<file path="src/rtl/axi_slave_write.sv">
// AXI4 write-channel slave: accepts AW, writes each W beat straight into a word SRAM, returns one B.
// Optional address range check is enabled by defining AXI_SLAVE_WRITE_RANGE_CHECK_EN.
module axi_slave_write #(
   parameter int unsigned ID_W       = 8,
   parameter logic [31:0] ADDR_BASE  = 32'h0000_0000,
   parameter logic [31:0] ADDR_LIMIT = 32'h0000_FFFF,
   parameter int unsigned MEM_AW     = 14
) (
   input  logic              clk,
   input  logic              rst,
   input  logic [ID_W-1:0]   AWID_S,
   input  logic [31:0]       AWADDR_S,
   input  logic [3:0]        AWLEN_S,
   input  logic [2:0]        AWSIZE_S,
   input  logic [1:0]        AWBURST_S,
   input  logic              AWVALID_S,
   output logic              AWREADY_S,
   input  logic [31:0]       WDATA_S,
   input  logic [3:0]        WSTRB_S,
   input  logic              WLAST_S,
   input  logic              WVALID_S,
   output logic              WREADY_S,
   output logic [ID_W-1:0]   BID_S,
   output logic [1:0]        BRESP_S,
   output logic              BVALID_S,
   input  logic              BREADY_S,
   output logic              mem_cs,
   output logic [3:0]        mem_web,
   output logic [MEM_AW-1:0] mem_addr,
   output logic [31:0]       mem_di
);

   typedef enum logic [1:0] {IDLE, DATA, RESP} state_t;

   state_t          state_q, state_d;
   logic [3:0]      cnt_q, cnt_d;
   logic [3:0]      len_q, len_d;
   logic [ID_W-1:0] id_q, id_d;
   logic [31:0]     addr_q, addr_d;
   logic [1:0]      burst_q, burst_d;
   logic            err_q, err_d;
   logic            oor_q, oor_d;
   logic            aw_oor;
   logic            final_beat;
   logic            unused_size;

   // Every beat is treated as 4 bytes regardless of AWSIZE_S.
   assign unused_size = ^AWSIZE_S;

`ifdef AXI_SLAVE_WRITE_RANGE_CHECK_EN
   logic [32:0] aw_end;
   always_comb begin
      aw_end = {1'b0, AWADDR_S} + {27'd0, AWLEN_S, 2'b00};
      aw_oor = ({1'b0, AWADDR_S} < {1'b0, ADDR_BASE}) || (aw_end > {1'b0, ADDR_LIMIT});
   end
`else
   logic unused_cfg;
   assign aw_oor     = 1'b0;
   assign unused_cfg = ^{ADDR_BASE, ADDR_LIMIT};
`endif

   always_comb begin
      state_d    = state_q;
      cnt_d      = cnt_q;
      len_d      = len_q;
      id_d       = id_q;
      addr_d     = addr_q;
      burst_d    = burst_q;
      err_d      = err_q;
      oor_d      = oor_q;
      final_beat = (cnt_q == len_q);
      AWREADY_S  = 1'b0;
      WREADY_S   = 1'b0;
      BVALID_S   = 1'b0;
      BID_S      = '0;
      BRESP_S    = 2'b00;
      mem_cs     = 1'b0;
      mem_web    = '1;
      mem_addr   = '0;
      mem_di     = '0;
      // Outputs are held at their reset values for the whole time rst is high.
      if (!rst) begin
         case (state_q)
            IDLE: begin
               AWREADY_S = 1'b1;
               if (AWVALID_S) begin
                  id_d    = AWID_S;
                  addr_d  = AWADDR_S;
                  len_d   = AWLEN_S;
                  burst_d = AWBURST_S;
                  cnt_d   = '0;
                  err_d   = 1'b0;
                  oor_d   = aw_oor;
                  state_d = DATA;
               end
            end
            DATA: begin
               WREADY_S = 1'b1;
               if (WVALID_S) begin
                  if (!oor_q) begin
                     mem_cs   = 1'b1;
                     mem_web  = ~WSTRB_S;
                     mem_addr = addr_q[MEM_AW+1:2];
                     mem_di   = WDATA_S;
                  end
                  if (burst_q != 2'b00) begin
                     addr_d = addr_q + 32'd4;
                  end
                  cnt_d = cnt_q + 4'd1;
                  if (WLAST_S != final_beat) begin
                     err_d = 1'b1;
                  end
                  if (final_beat) begin
                     state_d = RESP;
                  end
               end
            end
            RESP: begin
               BVALID_S = 1'b1;
               BID_S    = id_q;
               BRESP_S  = (err_q || oor_q) ? 2'b10 : 2'b00;
               if (BREADY_S) begin
                  state_d = IDLE;
               end
            end
            default: state_d = IDLE;
         endcase
      end
   end

   always_ff @(posedge clk) begin
      if (rst) begin
         state_q <= IDLE;
         cnt_q   <= '0;
         len_q   <= '0;
         id_q    <= '0;
         addr_q  <= '0;
         burst_q <= '0;
         err_q   <= 1'b0;
         oor_q   <= 1'b0;
      end else begin
         state_q <= state_d;
         cnt_q   <= cnt_d;
         len_q   <= len_d;
         id_q    <= id_d;
         addr_q  <= addr_d;
         burst_q <= burst_d;
         err_q   <= err_d;
         oor_q   <= oor_d;
      end
   end

endmodule
</file>
<file path="config.mk">
export PLATFORM = sky130hd
export DESIGN_NAME = axi_slave_write
export DESIGN_NICKNAME = d
export VERILOG_FILES = /design/src/rtl/axi_slave_write.sv
export SDC_FILE = /design/constraint.sdc
export NUM_CORES = 1
export LEC_CHECK = 0
export ABC_AREA = 1
export CAP_MARGIN = 0
export CELL_PAD_IN_SITES_DETAIL_PLACEMENT = 0
export CELL_PAD_IN_SITES_GLOBAL_PLACEMENT = 1
export CORE_MARGIN = 2
export CORE_UTILIZATION = 40
export CTS_CLUSTER_SIZE = 30
export DETAILED_ROUTE_END_ITERATION = 12
export DONT_BUFFER_PORTS = 1
export GPL_TIMING_DRIVEN = 0
export HOLD_SLACK_MARGIN = 0.15
export PLACE_DENSITY_LB_ADDON = 0.1
export SLEW_MARGIN = 40
export SYNTH_ARGS = -nofsm -noshare
export SYNTH_HDL_FRONTEND = slang
export SYNTH_SLANG_ARGS = --single-unit
</file>
<file path="constraint.sdc">
create_clock -name clk -period 1.58 [get_ports clk]
set_input_delay 0.316 -clock clk [delete_from_list [all_inputs] [get_ports clk]]
set_output_delay 0.316 -clock clk [all_outputs]
set_load 0.05 [all_outputs]
</file>
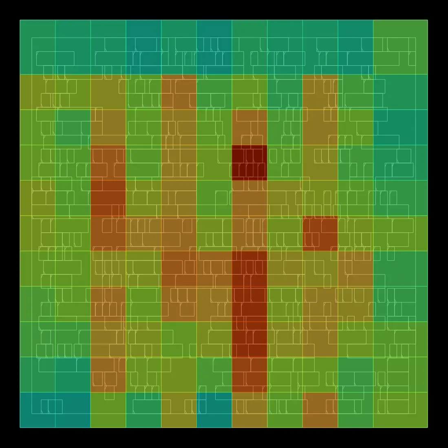
*Routing congestion map*
Top Usage Layer GRT: met2
Global Route met3 Usage: 0.05090

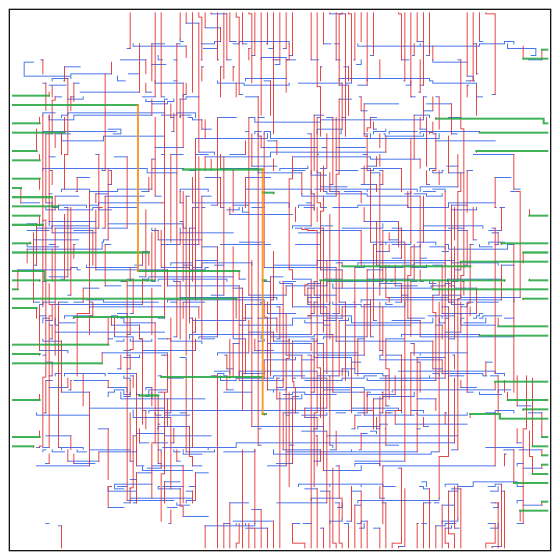
*Routed metal, one color a layer*
Key: orange = met4 [wire length 60.5 um]; green = met3 [wire length 455 um]; red = met2 [wire length 3550 um]; blue = met1 [wire length 2800 um]

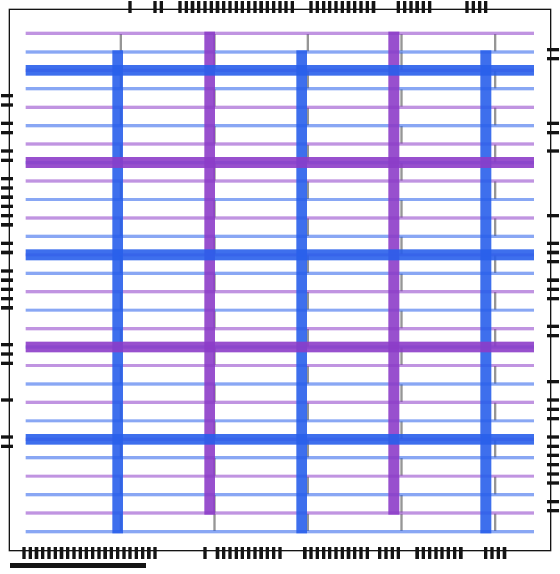
*PDN straps and rails*
Bar = 20 um. Pins as bars on the die edge. Tap cells in gray.
Key: purple = VDD; blue = VSS
The core has 27 rows. 5 straps on met4. 72 tap cells. 5 straps on met5.

==> metrics.csv <==
metric;value;unit
crit_type;register to primary output;
fp_util;0.4154;
worstHoldStart;AWLEN_S[3];
ios;155;
most-common-layout-cells;nand2_1, inv_1, nor2_4;
antenna_left;0;
final_common_cell;nand2_1;
nNonClkBuffers;43;
worst_slack;-0.7525;ns
power.static_leakage;1.389;nW
warnings;50;
finClkSkew;0.007371;ns
fill_cells;509;
use_met2;0.3782;
drv_slew;0;
via_per_inst;4.879;
peakVddDrop;0.0005856;V
clk_latency;0.29;ns
coreArea;0.005507;sq mm
crit_path_max_fanout;10;
r2r_setup_slack;0.03;ns
clk_pin_slew_worst_paths;0.08;ns
grt_pass1_wl;10.71;mm
ys_sh_xor;0.01149;
nets;516;
ctsResizeCount;33;
use_met1;0.2634;
simple_gate_area_frac;0.3796;
area_leaders;dfxtp_1, nor2_1, nand2_1;
post_cts_buffers;18;
max_cap_violations;0;
reg.largest.list;addr_q x14, id_q x8;
synth_chip_area;0.002287;sq mm
logic_area;0.001779;sq mm
clock_power_share;0.299;
track_usage;0.2163;
worstReg2RegStart;state_q[0];
cp_data_arrival_time;2.02;ns
route.detailed.drc;0;
path_cells;inv_6, nor2_8, nand2_4, nor2_4, inv_8, buf_12, buf_12, nor2_4;
io_buffer_count;0;
layoutNonFillerInstCount;496;
p_seq_frac;0.371;
violations;negative setup slack;
seq_power;1.03;mW
fmax;0.4287;GHz
holdPathStages;2;
yosys_warnings;0;
flops;35;
postCtsHoldBufs;0;
drt-total-wl;6.870;mm
synth.cell_area;0.002287;sq mm
met3_wirelength;455;um
crit_required;1.26;ns
grt_max_degree;13;
total_power;2.775;mW
crit_end;mem_addr[4];
synthesis.nets;480;
p_sw;1.022;mW
synthAdderAreaFrac;0.01094;
cp-start-kind;register;
ys_ff;35;
grt_pass1_vias;2187;
rsz0062_at_grt;true;
largest_reg_flops;14;
common_cells;nor2_1, nand2_1, inv_1;
postPlaceCellArea;0.002821;sq mm
inverters;71;
setup_violations;62;
status;finished, violations left;
layout_min_cycle_time;2.333;ns
top_logic_kind;simple AND/OR/NAND/NOR gates;
yosysCellCount;387;
ys_types;31;
final_hold_viol_count;0;
clockBufferCount;5;
synth-async-reset-ratio;0;
htree_levels;2;
die_h;79.62;um
ys_sh_aoi;0.1373;
final-clk-cell-share;0.03247;
taps;72;
areaGrowthSynthToFinish;51.64;%
pg_clk;829;uW
cp_num_cells;8;
antenna_found_initial;0;
ff_type;dfxtp_1;
seq_area;708.2;sq um
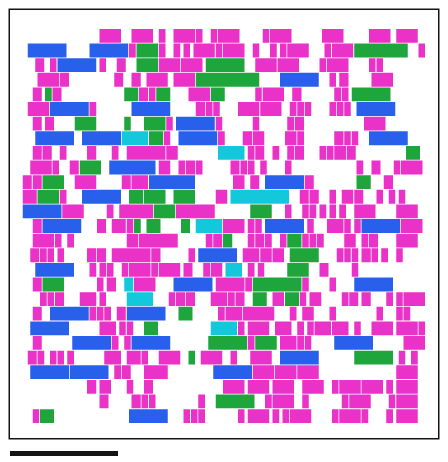
*Placed cells, one color a class*
Bar = 20 um.
Key: green = other buffers and delay cells [cells 43, share of their area 14%]; magenta = all other logic [cells 338, share of their area 61%]; cyan = clock drivers and dummy loads [cells 8, share of their area 3.3%]; blue = flip-flops [cells 35, share of their area 21%]

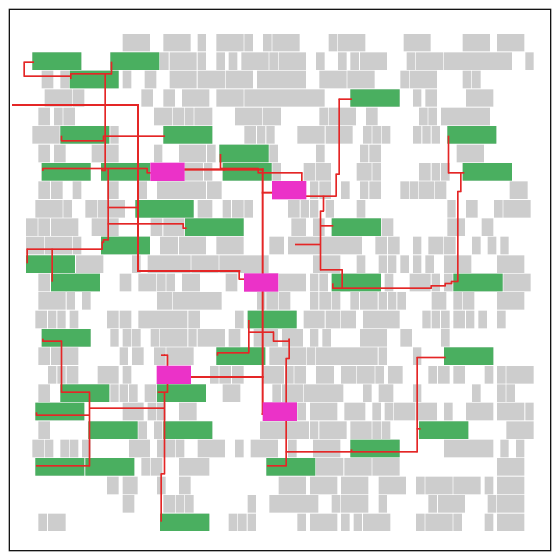
*Clock wires, drivers and flops*
Key: green = flip-flops [count 35]; magenta = cells driving clock nets [count 5]; red = clock wires [length 517 um]
Position of the flops: spread over the die. There are 6 routed clock nets.

